--- src/rtl/counter_sequencer_if.sv ---
// Control/status bundle between a pulse-driven controller and the counter
// sequencer, including the counter's clear/enable/value hookup.
interface counter_sequencer_if #(
  parameter int WIDTH      = 8,
  parameter int PRESCALE_W = 4
);
  logic                  start;
  logic                  stop;
  logic                  mode;
  logic [WIDTH-1:0]      limit;
  logic [PRESCALE_W-1:0] prescale;
  logic [WIDTH-1:0]      cnt_value;
  logic                  cnt_clr;
  logic                  cnt_en;
  logic                  busy;
  logic                  done;
  logic [7:0]            periods;

  // Controller side: issues requests, owns the counter value.
  modport master (
    output start, stop, mode, limit, prescale, cnt_value,
    input  cnt_clr, cnt_en, busy, done, periods
  );

  // Sequencer side.
  modport slave (
    input  start, stop, mode, limit, prescale, cnt_value,
    output cnt_clr, cnt_en, busy, done, periods
  );
endinterface

--- src/rtl/counter_sequencer.sv ---
// Counter sequencer: clears the external up-counter on start, paces its
// increments through a prescaler, detects the terminal value and reports
// completion in one-shot or periodic mode.
module counter_sequencer #(
  parameter int WIDTH      = 8,
  parameter int PRESCALE_W = 4
) (
  input  logic             clk,
  input  logic             reset,   // asynchronous, active-low
  counter_sequencer_if.slave bus
);

  typedef enum logic [1:0] {
    S_IDLE  = 2'd0,
    S_CLEAR = 2'd1,
    S_RUN   = 2'd2,
    S_DONE  = 2'd3
  } state_t;

  state_t                r_state;
  logic                  r_mode_lat;
  logic [WIDTH-1:0]      r_limit_lat;
  logic [PRESCALE_W-1:0] r_prescale_lat;
  logic [PRESCALE_W-1:0] r_pre;
  logic [7:0]            r_periods;
  logic                  r_cnt_clr;
  logic                  r_done;
  logic                  r_busy;

  logic                  w_pre_wrap;
  logic                  w_at_limit;

  assign w_pre_wrap = (r_pre == r_prescale_lat);
  assign w_at_limit = (bus.cnt_value == r_limit_lat);

  // The enable must look at the live counter value so that it drops in the
  // same cycle the counter reaches the limit; the counter therefore never
  // steps past L, even for L = 2^WIDTH-1.
  assign bus.cnt_en  = (r_state == S_RUN) && w_pre_wrap && !w_at_limit;
  assign bus.cnt_clr = r_cnt_clr;
  assign bus.done    = r_done;
  assign bus.busy    = r_busy;
  assign bus.periods = r_periods;

  // Sequencer FSM: state, prescaler, latched run fields and registered outputs.
  // NOTE: all state here uses non-blocking assignments so every register
  // samples pre-edge values; blocking assignments would create order-dependent
  // simulation and a different netlist than the one simulated.
  always_ff @(posedge clk or negedge reset) begin
    if (!reset) begin
      r_state        <= S_IDLE;
      r_mode_lat     <= 1'b0;
      r_limit_lat    <= '0;
      r_prescale_lat <= '0;
      r_pre          <= '0;
      r_periods      <= 8'd0;
      r_cnt_clr      <= 1'b0;
      r_done         <= 1'b0;
      r_busy         <= 1'b0;
    end else begin
      case (r_state)
        S_IDLE: begin
          // A start that coincides with stop is treated as cancelled.
          if (bus.start && !bus.stop) begin
            r_state        <= S_CLEAR;
            r_cnt_clr      <= 1'b1;
            r_busy         <= 1'b1;
            r_mode_lat     <= bus.mode;
            r_limit_lat    <= bus.limit;
            r_prescale_lat <= bus.prescale;
            r_periods      <= 8'd0;
          end
        end

        S_CLEAR: begin
          r_cnt_clr <= 1'b0;
          r_pre     <= '0;
          if (bus.stop) begin
            r_state <= S_IDLE;
            r_busy  <= 1'b0;
          end else begin
            r_state <= S_RUN;
          end
        end

        S_RUN: begin
          // Abort wins over terminal detect: no done pulse on a stopped run.
          if (bus.stop) begin
            r_state <= S_IDLE;
            r_busy  <= 1'b0;
            r_pre   <= '0;
          end else if (w_at_limit) begin
            r_state <= S_DONE;
            r_done  <= 1'b1;
            r_pre   <= '0;
          end else begin
            r_pre <= w_pre_wrap ? '0 : r_pre + 1'b1;
          end
        end

        S_DONE: begin
          // Completion is unconditional; stop is not looked at here.
          r_done <= 1'b0;
          if (r_periods != 8'hFF) begin
            r_periods <= r_periods + 1'b1;
          end
          if (r_mode_lat) begin
            r_state   <= S_CLEAR;
            r_cnt_clr <= 1'b1;
          end else begin
            r_state <= S_IDLE;
            r_busy  <= 1'b0;
          end
        end

        default: begin
          r_state   <= S_IDLE;
          r_cnt_clr <= 1'b0;
          r_done    <= 1'b0;
          r_busy    <= 1'b0;
        end
      endcase
    end
  end

endmodule

--- src/flat_wrapper.sv ---
// flat-port wrapper written by rule: the top's interface ports become plain ports
module counter_sequencer_flat 
#(
  parameter int WIDTH      = 8,
  parameter int PRESCALE_W = 4
)
  (clk, reset, bus_start, bus_stop, bus_mode, bus_limit, bus_prescale, bus_cnt_value, bus_cnt_clr, bus_cnt_en, bus_busy, bus_done, bus_periods);
  counter_sequencer_if #(.WIDTH(WIDTH), .PRESCALE_W(PRESCALE_W)) bus_i ();
  input  logic clk;
  input  logic reset;
  input wire logic [$bits(bus_i.start)-1:0] bus_start;
  input wire logic [$bits(bus_i.stop)-1:0] bus_stop;
  input wire logic [$bits(bus_i.mode)-1:0] bus_mode;
  input wire logic [$bits(bus_i.limit)-1:0] bus_limit;
  input wire logic [$bits(bus_i.prescale)-1:0] bus_prescale;
  input wire logic [$bits(bus_i.cnt_value)-1:0] bus_cnt_value;
  output wire logic [$bits(bus_i.cnt_clr)-1:0] bus_cnt_clr;
  output wire logic [$bits(bus_i.cnt_en)-1:0] bus_cnt_en;
  output wire logic [$bits(bus_i.busy)-1:0] bus_busy;
  output wire logic [$bits(bus_i.done)-1:0] bus_done;
  output wire logic [$bits(bus_i.periods)-1:0] bus_periods;
  assign bus_i.start = bus_start;
  assign bus_i.stop = bus_stop;
  assign bus_i.mode = bus_mode;
  assign bus_i.limit = bus_limit;
  assign bus_i.prescale = bus_prescale;
  assign bus_i.cnt_value = bus_cnt_value;
  assign bus_cnt_clr = bus_i.cnt_clr;
  assign bus_cnt_en = bus_i.cnt_en;
  assign bus_busy = bus_i.busy;
  assign bus_done = bus_i.done;
  assign bus_periods = bus_i.periods;
  counter_sequencer #(.WIDTH(WIDTH), .PRESCALE_W(PRESCALE_W)) u_core (.clk(clk), .reset(reset), .bus(bus_i));
endmodule
--- config.mk ---
export PLATFORM = sky130hd
export DESIGN_NAME = counter_sequencer_flat
export DESIGN_NICKNAME = d
export VERILOG_FILES = /design/src/rtl/counter_sequencer_if.sv /design/src/rtl/counter_sequencer.sv /design/src/flat_wrapper.sv
export SDC_FILE = /design/constraint.sdc
export NUM_CORES = 1
export LEC_CHECK = 0
export CAP_MARGIN = 30
export CORE_ASPECT_RATIO = 0.9
export CORE_MARGIN = 2
export CORE_UTILIZATION = 65
export CTS_BUF_LIST = sky130_fd_sc_hd__clkbuf_2
export CTS_CLUSTER_SIZE = 40
export DETAILED_ROUTE_END_ITERATION = 10
export DONT_BUFFER_PORTS = 1
export PLACE_DENSITY = 0.81
export SYNTH_ARGS = -nofsm -noshare
export SYNTH_HDL_FRONTEND = slang
export SYNTH_SLANG_ARGS = --single-unit
--- constraint.sdc ---
create_clock -name clk -period 3.4 [get_ports clk]
set_clock_uncertainty 0.2 [all_clocks]
set_input_delay 0.68 -clock clk [delete_from_list [all_inputs] [get_ports clk]]
set_output_delay 0.68 -clock clk [all_outputs]
set_load 0.02 [all_outputs]
Routed metal per tile:
The die is cut into 11 by 10 equal tiles; black is low, pale yellow is high, scaled to the fullest tile. Values are wire area over tile area, all layers added.
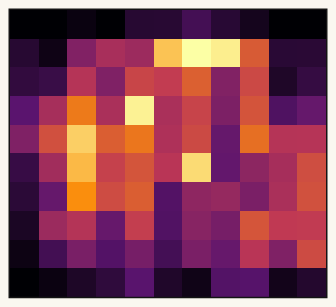
nearly empty tiles: 5.5%
mean over tiles: 0.17
fullest tile: 0.48
tiles over half the peak: 29%
densest ninth of the die: center
DR vias: 1151
total global routing track utilization: 24.2%
aggregate routed wire length: 3060 um

Placed standard cells:
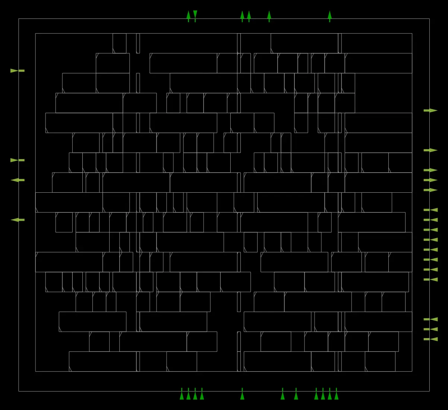
row count: 17
sequential fraction of total cell area: 44.5%
Layout Utilization: 70.9%

Clock wires, drivers and flops:
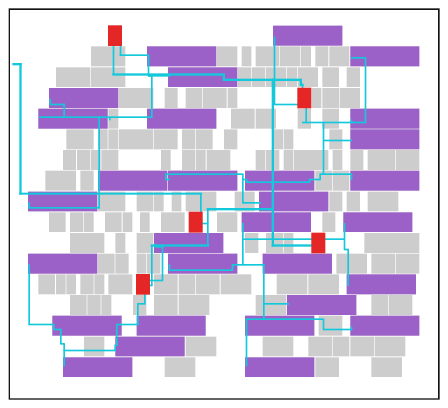
[purple] flip-flops | count: 30
[red] clock-net drivers | count: 5
[cyan] clock wires | length: 387 um
flops lie: spread over the die
routed clock nets: 6

Gate-type map:
Bar = 20 um.
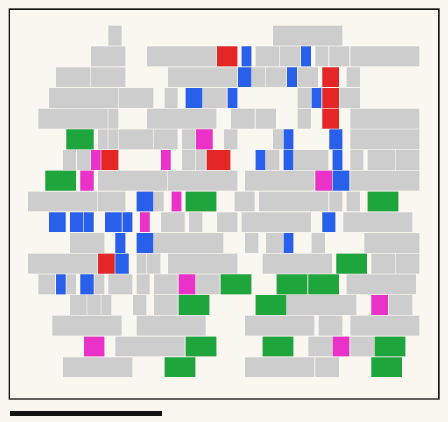
| color | family | cells |
|---|---|---|
| red | and/or cells | 7 |
| green | mux cells | 15 |
| blue | nand cells | 26 |
| magenta | nor cells | 11 |

==> flow_metrics.py <==
# Physical implementation metrics
metrics = {
    "synth": {
        "post_synth_most_frequent_cells": "sky130_fd_sc_hd__dfrtp_1, sky130_fd_sc_hd__mux2_2, sky130_fd_sc_hd__nand2_1",
        "main_logic_family_after_synthesis": "simple AND/OR/NAND/NOR gates",
        "synth.cellmix.simpleShare_pct": 14.2,
        "synth.ff_latch_count": 30,
        "mux_area_share_pct": 10.5,
        "library_cell_occupying_the_most_area_in_the_post_synthesis_netlist": "sky130_fd_sc_hd__dfrtp_1",
        "syn_nets": 185,
        "top_cell_area_share_pct": 47.1,
        "synth.cell_area_mm2": 0.00159,
        "dominantRegCellSynth": "sky130_fd_sc_hd__dfrtp_1",
        "yosysWarningCount": 0,
        "post_synth.cell_area_avg_um2": 10.4,
        "postSynthSeqShare_pct": 47.1,
        "yosys_area_mm2": 0.00159,
        "most_common_cell": "sky130_fd_sc_hd__dfrtp_1",
        "ys_sh_xor_pct": 6.59,
    },
    "setup_path": {
        "start_kind": "register",
        "slowest_cell_on_the_critical_path": "sky130_fd_sc_hd__dfrtp_1",
        "worst-r2r-setup-slack_ps": 1150,
        "worst_path_dominant_cell_family": "simple AND/OR/NAND/NOR gates",
        "path_max_fanout": 6,
        "crit-reg2reg-launch": "u_core.r_state[1]",
        "worst-endpoint-required_ps": 2520,
        "worst_setup_path_startpoint": "u_core.r_limit_lat[6]",
        "delay_of_the_slowest_cell_on_the_worst_path_ps": 420,
        "end_kind": "output port",
        "critical_r2r_capture": "u_core.bus.periods[7]",
        "worst-r2r-cell-count": 7,
        "arrival_ps": 1940,
    },
    "cts": {
        "ctsHtreeMaxLevel": 2,
        "clock-root-buffer": "sky130_fd_sc_hd__clkbuf_2",
        "clock.latency.late_pin_ps": 370,
        "ctsLongestPathBuffers": 2,
        "worst_setup_hold_path_clk_slew_ps": 160,
        "cts.hold.buffers_added": 2,
        "cts_repair_resize_count": 0,
        "tritoncts": "built",
        "cts_sinks": 30,
    },
    "hold_path": {
        "whs_endpoint": "u_core.r_mode_lat",
        "worst_hold_path_type": "primary input to register",
        "min_from": "bus_mode",
        "min_delay_path_depth": 1,
    },
    "timing": {
        "final-max-slew-violation-count": 0,
        "period_minus_slack_ps": 2820,
        "finalHoldWorstSlack_ps": 245,
        "report.final.hold_viol_count": 0,
        "worst_setup_slack_final_ps": 582,
        "timing.setup.tns_ps": 0,
        "worst_pin_slew_ps": 597,
        "setup_repair_after_global_routing_missed_its_margin": "false",
    },
    "placement": {
        "dp_slack_ps": 735,
        "place_inst": 178,
        "port_buffers": 0,
        "place_area_mm2": 0.00162,
        "hpwlAfterDp_um": 2190,
    },
    "job": {
        "max_cap_viol_count": 0,
        "stage_log_warnings": 30,
    },
    "routing": {
        "wl_met1_um": 1370,
        "drt-wirelength-per-cell_um": 16.3,
        "dr.max_layer_used": "met4",
        "drc_errors": 0,
        "post_drt_via_cell_ratio": 6.12,
        "drt-pass1-iter-count": 4,
        "wl_met2_um": 1430,
    },
    "floorplan": {
        "die_x_um": 56.2,
        "core-area_mm2": 0.00238,
        "initial_utilization_pct": 66.9,
        "die_height_um": 51.0,
    },
    "pwr": {
        "pwr-share-seq_pct": 50.4,
        "dominant_power_group": "registers",
        "power_frac_comb_pct": 34.7,
        "leakage_uw": 0.000771,
        "p_comb_uw": 401,
        "cell_internal_pwr_uw": 724,
        "seq_cell_power_uw": 582,
        "power_clock_uw": 172,
    },
    "global_routing": {
        "grt_start_max_net_pins": 31,
        "grt_pass1_wl_um": 5130,
    },
    "outcome": {
        "status": "finished, final reports clean",
    },
    "finish": {
        "layout.area.comb_um2": 785,
        "area_delta_synth_final_pct": 5.89,
        "final-instance-count-excl-fill": 188,
        "layout.area.seq_um2": 751,
        "nets": 191,
        "final.fill_count": 182,
        "finalInstanceArea_mm2": 0.00169,
    },
}
## routing by layer
metal	up-vias	track usage, %
met4	0	11.1
met5	-	0
met3	9	11.1
li1	552	-
met2	34	37.1
met1	556	29.3
## area by class of cell
type	count	share of cell area [%]
Clock buffer	6	1.78
Clock inverter	2	0.519
Inverter	9	2.00
Multi-Input combinational cell	109	46.5
Sequential cell	30	44.5
Tap cell	28	2.08
Timing Repair Buffer	4	2.67
## registers in the layout, summed over array words and instances, names as in the netlist
register,cells
u_core.r_prescale_lat,4
u_core.bus.busy,1
u_core.bus.periods,8
u_core.bus.cnt_clr,1
u_core.bus.done,1
u_core.r_mode_lat,1
u_core.r_state,2
u_core.r_pre,4
u_core.r_limit_lat,8
No activity file was given, so power comes from the tool's default toggle rates.
